**config.mk**
```make
export PLATFORM = sky130hd
export DESIGN_NAME = cntr_mod
export DESIGN_NICKNAME = d
export VERILOG_FILES = /design/src/rtl/cntr_mod.sv
export SDC_FILE = /design/constraint.sdc
export NUM_CORES = 1
export LEC_CHECK = 0
export CAP_MARGIN = 20
export CORE_AREA = 4 4 48 50
export CTS_CLUSTER_DIAMETER = 200
export DETAILED_ROUTE_END_ITERATION = 6
export DIE_AREA = 0 0 52 54
export GPL_TIMING_DRIVEN = 1
export PLACE_DENSITY_LB_ADDON = 0.05
export SYNTH_ARGS = -nofsm -noshare
export SYNTH_HDL_FRONTEND = slang
export SYNTH_SLANG_ARGS = --single-unit
```
**constraint.sdc**
```tcl
create_clock -name clk -period 4.7 [get_ports clk]
set_clock_uncertainty 0.05 [all_clocks]
set_input_delay 0.705 -clock clk [delete_from_list [all_inputs] [get_ports clk]]
set_output_delay 0.705 -clock clk [all_outputs]
set_load 0.02 [all_outputs]
```
**src/rtl/cntr_mod.sv**
```systemverilog
// Modulo-MODULUS up/down counter with parallel load, preset, terminal count and event pulse.
// Define CNTR_SAT_EN to saturate at the count limits instead of wrapping.
module cntr_mod #(
  parameter int     WIDTH   = 8,
  parameter longint MODULUS = 10
) (
  input  logic             clk,
  input  logic             aclr,
  input  logic             en,
  input  logic [1:0]       func,
  input  logic [WIDTH-1:0] load,
  input  logic             set_max,
  output logic [WIDTH-1:0] q,
  output logic             tc,
  output logic             evt
);

  localparam logic [1:0] FUNC_UP   = 2'b00;
  localparam logic [1:0] FUNC_DOWN = 2'b01;
  localparam logic [1:0] FUNC_LOAD = 2'b10;

  // MOD_EXT is one bit wider so MODULUS = 2^WIDTH is representable for the clamp compare.
  localparam logic [WIDTH-1:0] MAX_Q   = WIDTH'(MODULUS - 1);
  localparam logic [WIDTH:0]   MOD_EXT = (WIDTH+1)'(MODULUS);

`ifdef CNTR_SAT_EN
  localparam logic [WIDTH-1:0] UP_LIMIT_Q   = MAX_Q;
  localparam logic [WIDTH-1:0] DOWN_LIMIT_Q = '0;
`else
  localparam logic [WIDTH-1:0] UP_LIMIT_Q   = '0;
  localparam logic [WIDTH-1:0] DOWN_LIMIT_Q = MAX_Q;
`endif

  logic             at_max;
  logic             at_zero;
  logic [WIDTH-1:0] load_clamped;
  logic [WIDTH-1:0] q_step;

  assign at_max       = (q == MAX_Q);
  assign at_zero      = (q == '0);
  assign load_clamped = ({1'b0, load} >= MOD_EXT) ? MAX_Q : load;

  assign tc = en & (((func == FUNC_UP) & at_max) | ((func == FUNC_DOWN) & at_zero));

  always_comb begin
    q_step = q;
    case (func)
      FUNC_UP: begin
        if (en) q_step = at_max ? UP_LIMIT_Q : q + WIDTH'(1);
      end
      FUNC_DOWN: begin
        if (en) q_step = at_zero ? DOWN_LIMIT_Q : q - WIDTH'(1);
      end
      FUNC_LOAD: q_step = load_clamped;
      default:   q_step = q;
    endcase
  end

  // evt follows tc only on edges that actually performed a count step.
  always_ff @(posedge clk) begin
    if (aclr) begin
      q   <= '0;
      evt <= 1'b0;
    end else if (set_max) begin
      q   <= MAX_Q;
      evt <= 1'b0;
    end else begin
      q   <= q_step;
      evt <= tc;
    end
  end

endmodule
```
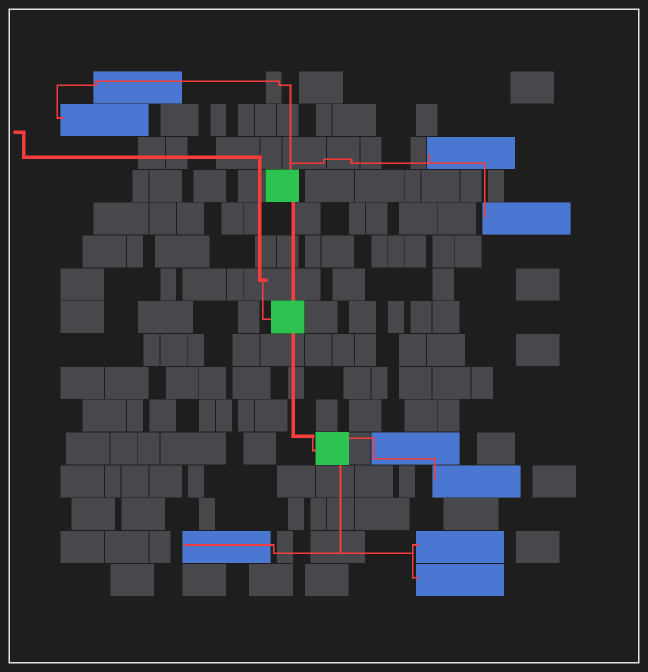
Figure 1: clock network drawn from the DEF.
Key: red = clock wires [length 164 um]; green = cells driving clock nets [count 3]; blue = flip-flops [count 9]
There are 4 routed clock nets.
clock-net power: 0.0637 mW
share of total power in the clock network: 0.272
clk_lat worst skew: 270 ps

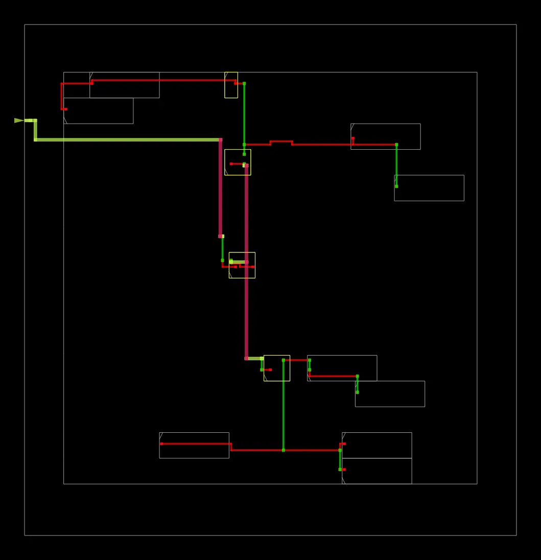
Figure 2: clock nets.
Clock Sinks: 9
seq_cells: 9
total CTS buffers: 3

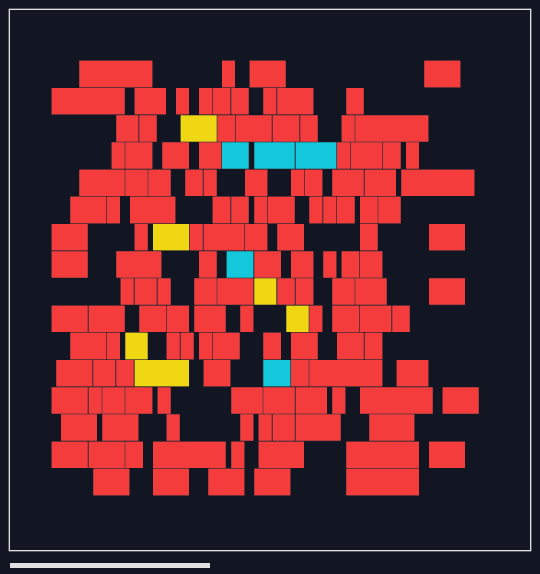
Figure 3: drive-strength map.
The bar under the picture is 20 um long.
Key: cyan = drive 3 to 4 [cells 5, share 3.4%]; red = drive 1 or less [cells 137, share 93%]; yellow = drive 2 [cells 6, share 4.1%]
bufs w/o clock: 23
Final Instance Area: 0.001184 mm^2
area grow syn2layout: 29.77%

routing by layer:
layer / part of all wire / vias up / GRT usage
met5: 0 / - / 0
met4: 0.012 / 0 / 0.06987
met3: 0.098 / 5 / 0.03047
met2: 0.46 / 53 / 0.3410
met1: 0.43 / 469 / 0.2820
li1: - / 518 / -
worst paths after layout:
check | startpoint | end | slack, ps | cells after the start
max reg2reg | q[4] | q[2] | 2610 | 4
max | func[1] | tc | 1370 | 7
min | q[6] | q[6] | 510 | 2
min reg2reg | q[6] | q[6] | 510 | 2
cell usage after synthesis (all sizes together), types with 2 or more instances:
cell     number  area (um^2)
a2111oi       2        17.52
a21o          3        22.52
a21oi         5        25.02
a221oi        3        26.28
a31oi         3        18.77
a41oi         2        17.52
and2          2        12.52
clkbuf        5        18.77
dfxtp         9        180.2
ha            6        75.07
inv           9        33.78
nand2        12        45.04
nand2b        2        12.51
nand3         6        30.03
nand4         2        12.51
nor2         10        37.54
nor2b         2        12.51
nor3          3        15.01
nor4          3        18.77
o21ai        10        50.05
o21bai        3        22.52
or2           3        18.77
or3           2        17.52
or4           2        18.77
through the flow:
step / cells / total power, mW / worst slack, ps / utilization / cell area [um^2]
5_1_grt: 175 / 0.2482 / 1296 / 0.6224 / 1184
4_1_cts: 175 / 0.2330 / 1371 / 0.6224 / 1184
2_1_floorplan: 126 / 0.1386 / 2480 / - / 912.1
3_3_place_gp: 171 / 0.1695 / 1444 / 0.6086 / 1157
3_5_place_dp: 171 / 0.1705 / 1388 / 0.6086 / 1157
6_report: 175 / 0.2341 / 1373 / 0.6224 / 1184
final cells by class:
class	instances	area share
Multi-Input combinational cell	103	0.5740
Timing Repair Buffer	23	0.1945
Sequential cell	9	0.1522
Inverter	9	0.02854
Tap cell	27	0.02854
Clock buffer	4	0.02220
==> CHANGELOG.md <==
### Changed

- Die ar.: 0.002808 mm^2
- Synth Net Count: 146
- Layout cells sized above 1: 0.07432
- Drc violations: 0
- Seq pwr share: 0.374
- Postcts setup bufs: 0
- Layout net count: 169
- Hold Slack: 507.1 ps
- First-pass GRT wire length: 4395 um
- Crit path max-delay family: buffers and inverters
- Top flop regs: q: 8 flops, evt: 1 flops
- Ys Warns: 0
- Mapped cell area: 912.1 um^2
- Number of antenna violations at the first check in global routing: 0
- CP Data Arrival Time: 2570 ps
- Chip area line of the yosys report: 912.1 um^2
- CTS max path bufs: 2
- Synthesized instance count: 126
- DP HPWL: 1982 um
- Max_slew headroom: 0.5473
- Gate Area: 679.4 um^2
- CTS tree: done
- Yosys cell count: 126
- Max-cap viol count: 0
- Die height: 54 um
- Via/cell ratio: 5.971
- Status: finished, final reports clean
- Seq cells post-synth: 9
- Commonest non-fill, non-tap cells in the layout: clkdlybuf4s50_1 (23), nand2_1 (12), o21ai_0 (10), nor2_1 (10)
- Combinational Power Share: 0.354
- Simple Share, Synth: 0.3210
- Sequential-to-total area share from yosys stat: 0.1975
- Hold Path Class: reg -> reg
- Buffers & Inverters on Critical Path: 3
- Commonest Layout Cell: clkdlybuf4s50_1
- Most flops, register: q
- Leak: 0.4461 nW
- RSZ-0062 raised after global routing: no
- CP Max Fanout: 5
- Tcrit/Tclk final: 0.7080
- Post-route ant nets: 0
- WL/cell: 14.63 um
- Area taken by flip-flops and latches: 180.2 um^2
- Min Tclk post-route: 3327 ps
- Die width: 52 um
- Largest net degree at the start of global routing: 15
- Drt first pass iters: 4
- CTS Hold Bufs: 0
- Port bufs: 23
- FA/HA/MAJ Cells, Area Fraction: 0.08230
- Pins Over Slew Limit: 0
- Most used cell, CP: clkdlybuf4s50_1
No activity file was given, so power comes from the tool's default toggle rates.
